Fig. 1: wiring heat map
9 x 9 tiles, from dark blue (low) to red (high), scaled to the fullest tile. Values are wire area over tile area, all layers added.
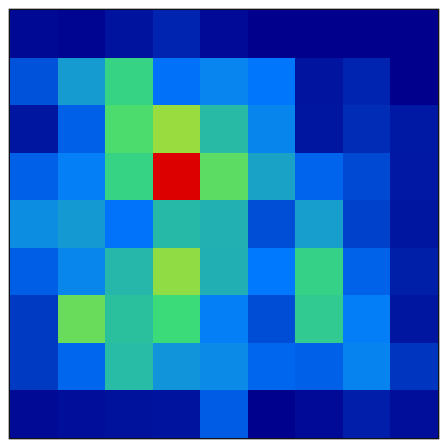
Fig. 2: register map, names as in the netlist
Bar = 10 microns.
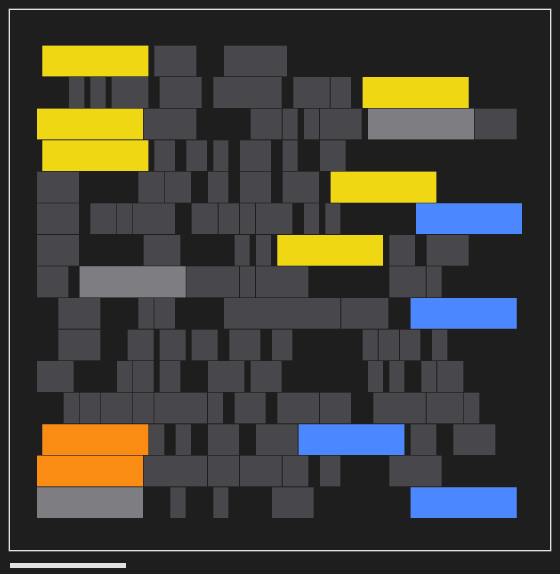
Fig. 3: placed standard cells
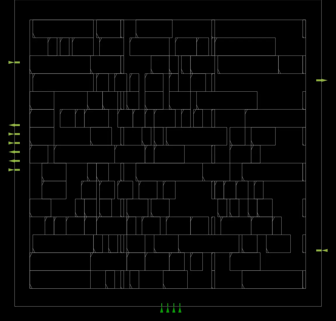
`src/rtl/dsack_gen_if.sv`:
```
// 68030 bus-termination signal bundle between CPU-side decode (master) and dsack_gen (slave).
// BERR status signals exist only when DSACK_GEN_BERR_STATUS_EN is defined.
interface dsack_gen_if #(
    parameter int NREG = 4
);
    localparam int IDX_W = (NREG > 1) ? $clog2(NREG) : 1;

    logic            nAS;
    logic            nDS;
    logic            RnW;
    logic [NREG-1:0] nSEL;
    logic [1:0]      DSACK;
    logic            BERR;
    logic            BUSY;
`ifdef DSACK_GEN_BERR_STATUS_EN
    logic            BERR_CLR;
    logic            BERR_SEEN;
    logic [IDX_W:0]  BERR_REG;

    modport master (output nAS, nDS, RnW, nSEL, BERR_CLR,
                    input  DSACK, BERR, BUSY, BERR_SEEN, BERR_REG);
    modport slave  (input  nAS, nDS, RnW, nSEL, BERR_CLR,
                    output DSACK, BERR, BUSY, BERR_SEEN, BERR_REG);
`else
    modport master (output nAS, nDS, RnW, nSEL,
                    input  DSACK, BERR, BUSY);
    modport slave  (input  nAS, nDS, RnW, nSEL,
                    output DSACK, BERR, BUSY);
`endif
endinterface

```
`src/rtl/dsack_gen.sv`:
```
// 68030 DSACK/BERR termination with per-region waits and port width; DSACK_GEN_BERR_STATUS_EN adds sticky BERR status.
// Latency: DSACK registered N+1 edges after nAS first sampled low with a select (N = region waits).
// Backpressure: writes hold off termination while nDS is high; DSACK holds until nAS is sampled high.
module dsack_gen #(
    parameter int                       NREG      = 4,
    parameter int                       WAIT_W    = 4,
    parameter logic [NREG*WAIT_W-1:0]   REG_WAITS = {(NREG*WAIT_W){1'b0}},
    parameter logic [NREG*2-1:0]        REG_PORT  = {NREG{2'b11}},
    parameter int                       TO_W      = 6
) (
    input  logic        CPU_CLK,
    input  logic        nRST,
    dsack_gen_if.slave  bus
);
    localparam int              IDX_W = (NREG > 1) ? $clog2(NREG) : 1;
    localparam logic [TO_W-1:0] TMAX  = {TO_W{1'b1}};

    typedef enum logic [1:0] {S_IDLE = 2'd0, S_WAIT = 2'd1, S_ACK = 2'd2} state_t;

    state_t            state_q;
    logic [IDX_W-1:0]  idx_q;
    logic [WAIT_W-1:0] wcnt_q;
    logic [TO_W-1:0]   tcnt_q, tcnt_d;
    logic [1:0]        dsack_q;
    logic              berr_q, berr_d;
    logic              busy_q;
    logic              sel_valid;
    logic [IDX_W-1:0]  pick;
    logic              gate, enter_ack, ack_next;

    function automatic logic [WAIT_W-1:0] wait_of(input logic [IDX_W-1:0] idx);
        return REG_WAITS[int'(idx)*WAIT_W +: WAIT_W];
    endfunction

    function automatic logic [1:0] port_of(input logic [IDX_W-1:0] idx);
        logic [1:0] p;
        p = REG_PORT[int'(idx)*2 +: 2];
        return (p == 2'b00) ? 2'b11 : p;
    endfunction

    // Descending scan so the lowest-index active select wins.
    always_comb begin
        sel_valid = 1'b0;
        pick      = '0;
        for (int i = NREG-1; i >= 0; i--) begin
            if (!bus.nSEL[i]) begin
                sel_valid = 1'b1;
                pick      = IDX_W'(i);
            end
        end
    end

    assign gate = bus.RnW | ~bus.nDS;

    always_comb begin
        enter_ack = 1'b0;
        if (!bus.nAS && gate) begin
            case (state_q)
                S_IDLE:  enter_ack = sel_valid && (wait_of(pick) == '0);
                S_WAIT:  enter_ack = (wcnt_q <= WAIT_W'(1));
                default: enter_ack = 1'b0;
            endcase
        end
    end

    assign ack_next = enter_ack | ((state_q == S_ACK) & ~bus.nAS);

    // Watchdog freezes on the edge termination is taken, so ACK beats a same-edge timeout.
    always_comb begin
        if (bus.nAS)                          tcnt_d = '0;
        else if (ack_next || tcnt_q == TMAX)  tcnt_d = tcnt_q;
        else                                  tcnt_d = tcnt_q + 1'b1;
    end

    assign berr_d = ~bus.nAS & (tcnt_d == TMAX);

    always_ff @(posedge CPU_CLK or negedge nRST) begin
        if (!nRST) begin
            state_q <= S_IDLE;
            idx_q   <= '0;
            wcnt_q  <= '0;
            tcnt_q  <= '0;
            dsack_q <= 2'b00;
            berr_q  <= 1'b0;
            busy_q  <= 1'b0;
        end else begin
            tcnt_q <= tcnt_d;
            berr_q <= berr_d;
            case (state_q)
                S_IDLE: begin
                    if (!bus.nAS && sel_valid) begin
                        idx_q  <= pick;
                        wcnt_q <= wait_of(pick);
                    end
                    if (enter_ack) begin
                        state_q <= S_ACK;
                        dsack_q <= port_of(pick);
                        busy_q  <= 1'b1;
                    end else if (!bus.nAS && sel_valid && wait_of(pick) != '0) begin
                        state_q <= S_WAIT;
                        busy_q  <= 1'b1;
                    end
                end
                S_WAIT: begin
                    if (bus.nAS) begin
                        state_q <= S_IDLE;
                        busy_q  <= 1'b0;
                    end else if (enter_ack) begin
                        state_q <= S_ACK;
                        dsack_q <= port_of(idx_q);
                    end else if (wcnt_q > WAIT_W'(1)) begin
                        wcnt_q <= wcnt_q - 1'b1;
                    end
                end
                S_ACK: begin
                    if (bus.nAS) begin
                        state_q <= S_IDLE;
                        dsack_q <= 2'b00;
                        busy_q  <= 1'b0;
                    end
                end
                default: begin
                    state_q <= S_IDLE;
                    dsack_q <= 2'b00;
                    busy_q  <= 1'b0;
                end
            endcase
        end
    end

    assign bus.DSACK = dsack_q;
    assign bus.BERR  = berr_q;
    assign bus.BUSY  = busy_q;

`ifdef DSACK_GEN_BERR_STATUS_EN
    logic             berr_seen_q;
    logic [IDX_W:0]   berr_reg_q;
    logic [IDX_W:0]   berr_cap;

    // Mid-cycle the latched region is reported; in IDLE the live decode is.
    assign berr_cap = busy_q ? {1'b1, idx_q} : {sel_valid, pick};

    always_ff @(posedge CPU_CLK or negedge nRST) begin
        if (!nRST) begin
            berr_seen_q <= 1'b0;
            berr_reg_q  <= '0;
        end else if (berr_d && !berr_q) begin
            berr_seen_q <= 1'b1;
            berr_reg_q  <= berr_cap;
        end else if (bus.BERR_CLR) begin
            berr_seen_q <= 1'b0;
            berr_reg_q  <= '0;
        end
    end

    assign bus.BERR_SEEN = berr_seen_q;
    assign bus.BERR_REG  = berr_reg_q;
`endif
endmodule
```
`src/flat_wrapper.sv`:
```
// flat-port wrapper written by rule: the top's interface ports become plain ports
module dsack_gen_flat 
#(
    parameter int                       NREG      = 4,
    parameter int                       WAIT_W    = 4,
    parameter logic [NREG*WAIT_W-1:0]   REG_WAITS = {(NREG*WAIT_W){1'b0}},
    parameter logic [NREG*2-1:0]        REG_PORT  = {NREG{2'b11}},
    parameter int                       TO_W      = 6
)
  (CPU_CLK, nRST, bus_nAS, bus_nDS, bus_RnW, bus_nSEL, bus_DSACK, bus_BERR, bus_BUSY);
  dsack_gen_if #(.NREG(NREG)) bus_i ();
  input  logic CPU_CLK;
  input  logic nRST;
  input wire logic [$bits(bus_i.nAS)-1:0] bus_nAS;
  input wire logic [$bits(bus_i.nDS)-1:0] bus_nDS;
  input wire logic [$bits(bus_i.RnW)-1:0] bus_RnW;
  input wire logic [$bits(bus_i.nSEL)-1:0] bus_nSEL;
  output wire logic [$bits(bus_i.DSACK)-1:0] bus_DSACK;
  output wire logic [$bits(bus_i.BERR)-1:0] bus_BERR;
  output wire logic [$bits(bus_i.BUSY)-1:0] bus_BUSY;
  assign bus_i.nAS = bus_nAS;
  assign bus_i.nDS = bus_nDS;
  assign bus_i.RnW = bus_RnW;
  assign bus_i.nSEL = bus_nSEL;
  assign bus_DSACK = bus_i.DSACK;
  assign bus_BERR = bus_i.BERR;
  assign bus_BUSY = bus_i.BUSY;
  dsack_gen #(.NREG(NREG), .WAIT_W(WAIT_W), .REG_WAITS(REG_WAITS), .REG_PORT(REG_PORT), .TO_W(TO_W)) u_core (.CPU_CLK(CPU_CLK), .nRST(nRST), .bus(bus_i));
endmodule
```
`config.mk`:
```
export PLATFORM = sky130hd
export DESIGN_NAME = dsack_gen_flat
export DESIGN_NICKNAME = d
export VERILOG_FILES = /design/src/rtl/dsack_gen_if.sv /design/src/rtl/dsack_gen.sv /design/src/flat_wrapper.sv
export SDC_FILE = /design/constraint.sdc
export NUM_CORES = 1
export LEC_CHECK = 0
export CORE_MARGIN = 2
export CORE_UTILIZATION = 53
export DETAILED_ROUTE_END_ITERATION = 8
export GPL_TIMING_DRIVEN = 0
export PLACE_DENSITY = 0.77
export SETUP_SLACK_MARGIN = 0.3
export SYNTH_ARGS = -nofsm -noshare
export SYNTH_HDL_FRONTEND = slang
export SYNTH_SLANG_ARGS = --single-unit
```
`constraint.sdc`:
```
create_clock -name CPU_CLK -period 2.4 [get_ports CPU_CLK]
set_input_delay 0.48 -clock CPU_CLK [delete_from_list [all_inputs] [get_ports CPU_CLK]]
set_output_delay 0.48 -clock CPU_CLK [all_outputs]
set_load 0.05 [all_outputs]
```
==> flow_metrics.py <==
# Physical implementation metrics
metrics = {
    "drt": {
        "detail_route.first_pass.iterations": 4,
        "drt_iter0_drc": 7,
        "wire_per_inst_microns": 13.31,
        "dr_wl_met2_microns": 923,
        "drcViolationCount": 0,
        "wl_met1_microns": 834,
    },
    "critical_path": {
        "reg2reg_to": "u_core.bus.BERR",
        "cp-start-kind": "register",
        "critPathKind": "reg -> out",
        "arrival_ns": 1.51,
        "critical-path-top-delay-family": "buffers and inverters",
        "max_stage_delay_ns": 0.82,
        "worstPathMaxFanout": 4,
        "worstSetupEndpoint": "bus_DSACK[0]",
    },
    "synthesis": {
        "edf_count": 0,
        "async_flop_share_pct": 100.0,
        "ys_types": 36,
        "synth_adder_area_share_pct": 7.823,
        "most_common_cell": "dfrtp_1",
        "synth_area_per_cell_sq_um": 9.597,
        "ys_cells": 100,
        "ys_area_sq_um": 959.7,
        "synth.area.top_cells": "dfrtp_1, ha_1, nor2_1",
        "synthesis.nets": 115,
        "ys_sh_simple_pct": 24.51,
    },
    "clock_network": {
        "clk_path_buf_depth": 2,
        "clock_sinks": 15,
        "htreeDepth": 1,
        "cts_tree": "yes",
    },
    "worst_hold_path": {
        "holdPathEnd": "u_core.state_q[0]",
        "hold_class": "reg -> reg",
    },
    "grt": {
        "grt_use_met1_pct": 26.38,
        "grt_pass1_vias": 739,
    },
    "cells_and_area": {
        "areaGrowthSynthToFinish_pct": 18.64,
        "n_all_inverters": 7,
        "antennaDiodeCount": 0,
        "largest_reg_flops": 6,
        "final_common_cell": "dfrtp_1",
        "largestRegisters": "u_core.tcnt_q (6), u_core.wcnt_q (4), u_core.state_q (2)",
        "n_all_buffers": 14,
    },
    "final_timing": {
        "grt_setup_unrepaired": "no",
        "period_used_pct": 82.99,
        "slew_violations": 0,
        "fin_crit_ns": 1.992,
        "fin_tns_setup_ns": 0,
        "final.setup_skew_ns": 0.006534,
        "tightest_slew_ns": 0.6738,
    },
    "power": {
        "leakage_nw": 0.4713,
        "power_leader": "combinational logic",
        "power_combinational_mw": 0.512,
        "clkPwrFrac_pct": 14.1,
        "p_total_mw": 1.043,
    },
    "die": {
        "core_sq_um": 1708,
        "fp-utilization_pct": 56.19,
        "io_pins": 13,
    },
    "place": {
        "dpl-instance-area_sq_um": 1111,
        "dp_hpwl_microns": 1467,
        "io_buffer_count": 12,
    },
    "run_status": {
        "outcome": "finished, final reports clean",
    },
}
About Fig. 1:
densest ninth of the die: middle
mean over tiles: 0.14
emptiest ninth of the die: top right
nearly empty tiles: 11%
DRT Wirelength: 1877 microns
GR Util All Layers: 22.22%

About Fig. 2:
[yellow] u_core.tcnt_q | placed flops: 6
[blue] u_core.wcnt_q | placed flops: 4
[orange] u_core.state_q | placed flops: 2
not colored: 3
register area: 375.4 sq um
sequential cell area share: 32.97%
sequential power: 0.383 mW
final core occ: 66.67%

About Fig. 3:
fillcell total: 147
sequential cells: 15
site row count: 15
Post-Layout Cell Count: 141

Power figures rest on the tool's default switching activity, not on a simulated workload.
